### config.mk
export PLATFORM = sky130hd
export DESIGN_NAME = wb_writeback
export DESIGN_NICKNAME = d
export VERILOG_FILES = /design/src/rtl/wb_pkg.sv /design/src/rtl/wb_writeback_load_align.sv /design/src/rtl/wb_writeback.sv
export SDC_FILE = /design/constraint.sdc
export NUM_CORES = 1
export LEC_CHECK = 0
export CAP_MARGIN = 20
export CORE_MARGIN = 10
export CORE_UTILIZATION = 41
export DETAILED_ROUTE_END_ITERATION = 7
export GPL_TIMING_DRIVEN = 0
export HOLD_SLACK_MARGIN = 0.1
export MAX_ROUTING_LAYER = met4
export PLACE_DENSITY = 0.95
export RECOVER_POWER = 100
export SLEW_MARGIN = 20
export SYNTH_ARGS = -nofsm -noshare
export SYNTH_HDL_FRONTEND = slang
export SYNTH_SLANG_ARGS = --single-unit
### constraint.sdc
create_clock -name clk -period 6 [get_ports clk]
set_input_delay 1.5 -clock clk [delete_from_list [all_inputs] [get_ports clk]]
set_output_delay 1.5 -clock clk [all_outputs]
set_load 0.02 [all_outputs]
### src/rtl/wb_pkg.sv
// Shared constants for the writeback stage: load-type codes, the hard-wired
// zero register index and default datapath widths.
package wb_pkg;

  localparam int DEFAULT_DATA_W = 32;
  localparam int DEFAULT_ADDR_W = 5;

  localparam logic [2:0] LD_LW  = 3'd0;
  localparam logic [2:0] LD_LB  = 3'd1;
  localparam logic [2:0] LD_LBU = 3'd2;
  localparam logic [2:0] LD_LH  = 3'd3;
  localparam logic [2:0] LD_LHU = 3'd4;

  localparam logic [4:0] ZERO_REG = 5'd0;

endpackage

### src/rtl/wb_writeback_load_align.sv
// Little-endian load alignment: picks the byte/halfword lane of a raw memory
// word and sign- or zero-extends it to the datapath width.
module load_align
  import wb_pkg::*;
#(
  parameter int DATA_W = DEFAULT_DATA_W
) (
  input  logic [2:0]        ld_type,
  input  logic [1:0]        addr_lo,
  input  logic [DATA_W-1:0] word,
  output logic [DATA_W-1:0] data
);

  function automatic logic [DATA_W-1:0] ext8(input logic signed [7:0] v, input logic sgn);
    return {{(DATA_W-8){sgn & v[7]}}, v};
  endfunction

  function automatic logic [DATA_W-1:0] ext16(input logic signed [15:0] v, input logic sgn);
    return {{(DATA_W-16){sgn & v[15]}}, v};
  endfunction

  logic signed [7:0]  lane_b;
  logic signed [15:0] lane_h;

  // Lane extraction and extension; halfword lane ignores addr_lo[0]
  always_comb begin
    lane_b = word[{addr_lo, 3'b000} +: 8];
    lane_h = word[{addr_lo[1], 4'b0000} +: 16];
    case (ld_type)
      LD_LB:   data = ext8(lane_b, 1'b1);
      LD_LBU:  data = ext8(lane_b, 1'b0);
      LD_LH:   data = ext16(lane_h, 1'b1);
      LD_LHU:  data = ext16(lane_h, 1'b0);
      default: data = word;
    endcase
  end

endmodule

### src/rtl/wb_writeback.sv
// Writeback stage: one MEM/WB register fed by a valid/ready handshake, the
// register-file write port driven from it, operand forwarding of the pending
// write into decode, and a wrapping retired-instruction counter.
module wb_writeback
  import wb_pkg::*;
#(
  parameter int DATA_W   = DEFAULT_DATA_W,
  parameter int ADDR_W   = DEFAULT_ADDR_W,
  parameter int RETIRE_W = 16
) (
  input  logic                clk,
  input  logic                rst,
  input  logic                in_valid,
  output logic                in_ready,
  input  logic                in_regwrite,
  input  logic [ADDR_W-1:0]   in_rd,
  input  logic                in_memtoreg,
  input  logic [DATA_W-1:0]   in_alu_result,
  input  logic [DATA_W-1:0]   in_mem_data,
  input  logic [2:0]          in_ld_type,
  input  logic [1:0]          in_addr_lo,
  input  logic                flush,
  input  logic                wb_hold,
  input  logic [ADDR_W-1:0]   rs,
  input  logic [ADDR_W-1:0]   rt,
  input  logic [DATA_W-1:0]   rf_readdat1,
  input  logic [DATA_W-1:0]   rf_readdat2,
  output logic [DATA_W-1:0]   A_fwd,
  output logic [DATA_W-1:0]   B_fwd,
  output logic                regwrite,
  output logic [ADDR_W-1:0]   rd,
  output logic [DATA_W-1:0]   writedata,
  output logic [RETIRE_W-1:0] retired_count
);

  logic                s_valid_q, s_valid_d;
  logic                s_we_q,    s_we_d;
  logic [ADDR_W-1:0]   s_rd_q,    s_rd_d;
  logic [DATA_W-1:0]   s_data_q,  s_data_d;
  logic [RETIRE_W-1:0] count_q,   count_d;

  logic [DATA_W-1:0]   ld_data;
  logic [DATA_W-1:0]   sel_data;
  logic                xfer;
  logic                live;

  load_align #(.DATA_W(DATA_W)) u_load_align (
    .ld_type (in_ld_type),
    .addr_lo (in_addr_lo),
    .word    (in_mem_data),
    .data    (ld_data)
  );

  // Handshake, result select and the pending-write qualifier
  always_comb begin
    in_ready = ~wb_hold;
    xfer     = in_valid & in_ready & ~flush;
    sel_data = in_memtoreg ? ld_data : in_alu_result;
    live     = s_valid_q & s_we_q & (s_rd_q != ADDR_W'(ZERO_REG));
  end

  // Next-state of the MEM/WB register and retire counter
  always_comb begin
    s_valid_d = s_valid_q;
    s_we_d    = s_we_q;
    s_rd_d    = s_rd_q;
    s_data_d  = s_data_q;
    count_d   = count_q;
    if (!wb_hold) begin
      count_d = count_q + RETIRE_W'(s_valid_q);
      if (xfer) begin
        s_valid_d = 1'b1;
        s_we_d    = in_regwrite;
        s_rd_d    = in_rd;
        s_data_d  = sel_data;
      end else begin
        s_valid_d = 1'b0;
      end
    end
  end

  // ---- MEM/WB register boundary ----
  // State update with synchronous active-low reset
  always_ff @(posedge clk) begin
    if (!rst) begin
      s_valid_q <= 1'b0;
      s_we_q    <= 1'b0;
      s_rd_q    <= '0;
      s_data_q  <= '0;
      count_q   <= '0;
    end else begin
      s_valid_q <= s_valid_d;
      s_we_q    <= s_we_d;
      s_rd_q    <= s_rd_d;
      s_data_q  <= s_data_d;
      count_q   <= count_d;
    end
  end

  // Write issue and forwarding; forwarding stays active under hold
  always_comb begin
    regwrite      = live & ~wb_hold;
    rd            = s_rd_q;
    writedata     = s_data_q;
    retired_count = count_q;
    A_fwd         = (live && (s_rd_q == rs)) ? s_data_q : rf_readdat1;
    B_fwd         = (live && (s_rd_q == rt)) ? s_data_q : rf_readdat2;
  end

endmodule

==> run notes <==
Figures from the implementation reports.

- The cell area power density is 134 nW/um^2.
- The cell total in the yosys stat output is 454.
- The final worst-path cycle share reads 92.6%.
- Global routing consumed, on the met3 layer, 4.48% of the routing resources.
- The mean routed wirelength per cell is 22.1 um.
- Per the synthesis report, the dominant area consumer among library cells is sky130_fd_sc_hd__dfxtp_1.
- The setup TNS reads 0 ns.
- The total power is 0.000981 W.
- The sum of met2 wire segment lengths after detailed routing reads 10.1 mm.
- The most common cell in the netlist reads sky130_fd_sc_hd__mux2_4.
- The hold buffer count at CTS reads 0.
- Once placement completed, the tool counted placed cells totaling 859.
- The post-CTS repair timing setup buffer count reads 0.
- The diode insertion count for antenna repair reads 1.
- Each instance of the synthesized netlist takes up on average 9.72 sq um.
- The number of flip-flops in the largest register reads 32.
- The part of the total power dissipated in combinational logic reads 37.3%.
- The global-route congestion overflow total reads 0.
- The routability congestion estimate reads 0.882.
- The number of nets in the finished design reads 887.
- The die outline area reads 15300 sq um.
- The H-tree generated during clock tree synthesis spans 2 levels.
- For this design, the sink count on the clock tree is 55.
- The layer flagged by global routing as most heavily used is met2.
- In the final routing, the length of wire on met1 measures 7.20 mm.
- In this run, power in flip-flops and latches comes to 0.000393 W.
- The capture point of the worst reg-to-reg path is retired_count[13]$_SDFFE_PN0N_.
- The timing report notes that buffer and inverter cells on the critical path total 3.
- In the synthesized netlist, mux cells make up 25.0% of the area.
- The peak per-stage delay on the critical path reads 0.56 ns.
- The fraction of area in non-clock buffers is 40.5%.
- In this run the cell area measured after placement is 7280 sq um.
- The total number of warnings across the stage logs reads 26.
- The async set-or-reset flop fraction in the synthesized netlist is 0%.
- The TritonCTS clock tree is built.
- The post-route DRC violation count is 0.
- The internal power component is 0.000668 W.
- The worst clock skew reads 0.0141 ns.
- The element type at the critical path start reads an input port.
- The timing report lists the critical path depth as 7 cells.
- STA puts the critical path data arrival time at 4.05 ns.
- The y dimension of the die reads 124 um.
- Summed over all routing layers, the global router reports a total usage of 24.2%.
- The inverter tally of the final layout excluding the clock network reads 9.
- The main area contributors are sky130_fd_sc_hd__dfxtp_1 (25%), sky130_fd_sc_hd__mux2_4 (21%), sky130_fd_sc_hd__o211ai_1 (4.3%).
- Hold-check failures listed in the final report amount to 0.
- The clock transition at the registers of the reported paths is 0.12 ns.
- The flow ran to the end, and the final reports show no timing, DRC or antenna violations.
- The area figure in the yosys stat output reads 4410 sq um.
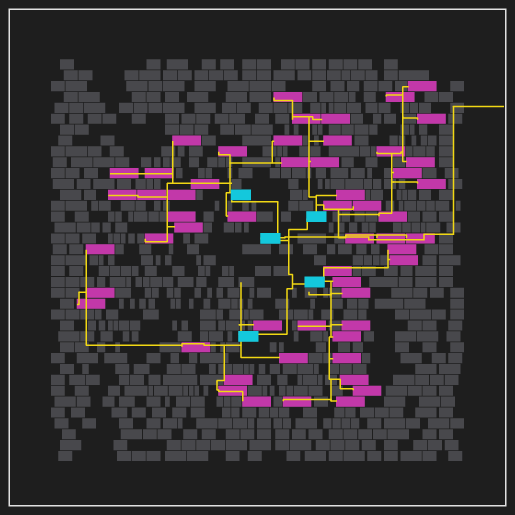
(clock wires, drivers and flops)
(4 px per um)
- clock wires: yellow (length 690 um)
- flip-flops: magenta (count 55)
- clock drivers: cyan (count 5)
- routed clock nets: 6

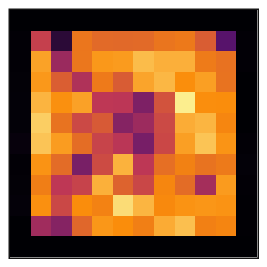
(local utilization)
(2 px per um) The die is cut into 12 by 12 equal tiles; black is low, pale yellow is high, 0 to 100% covered.
- nearly empty tiles: 31%
- tiles over 75% full: 28%
- mean over tiles: 47%
final core occ: 70.0%
standard cell core area: 10400 sq um
starting utilization of the core area: 42.4%

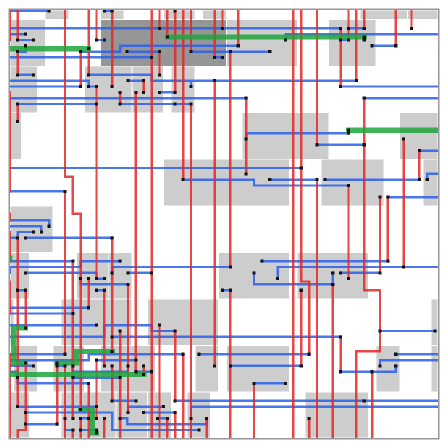
(layout detail)
Region (49, 49) to (74, 74) um. Cells in gray, sequential cells in the stronger gray; small squares are vias.
- metal 3: green
- metal 1: blue
- metal 2: red
- most frequent: o21ai_0 (4), nand2_1 (4)
- cells with their middle in the window: 31
- sequential cells in the window: 1
- netlist names of flops here include: `writedata` (1)

Power and IR drop assume default switching activity.
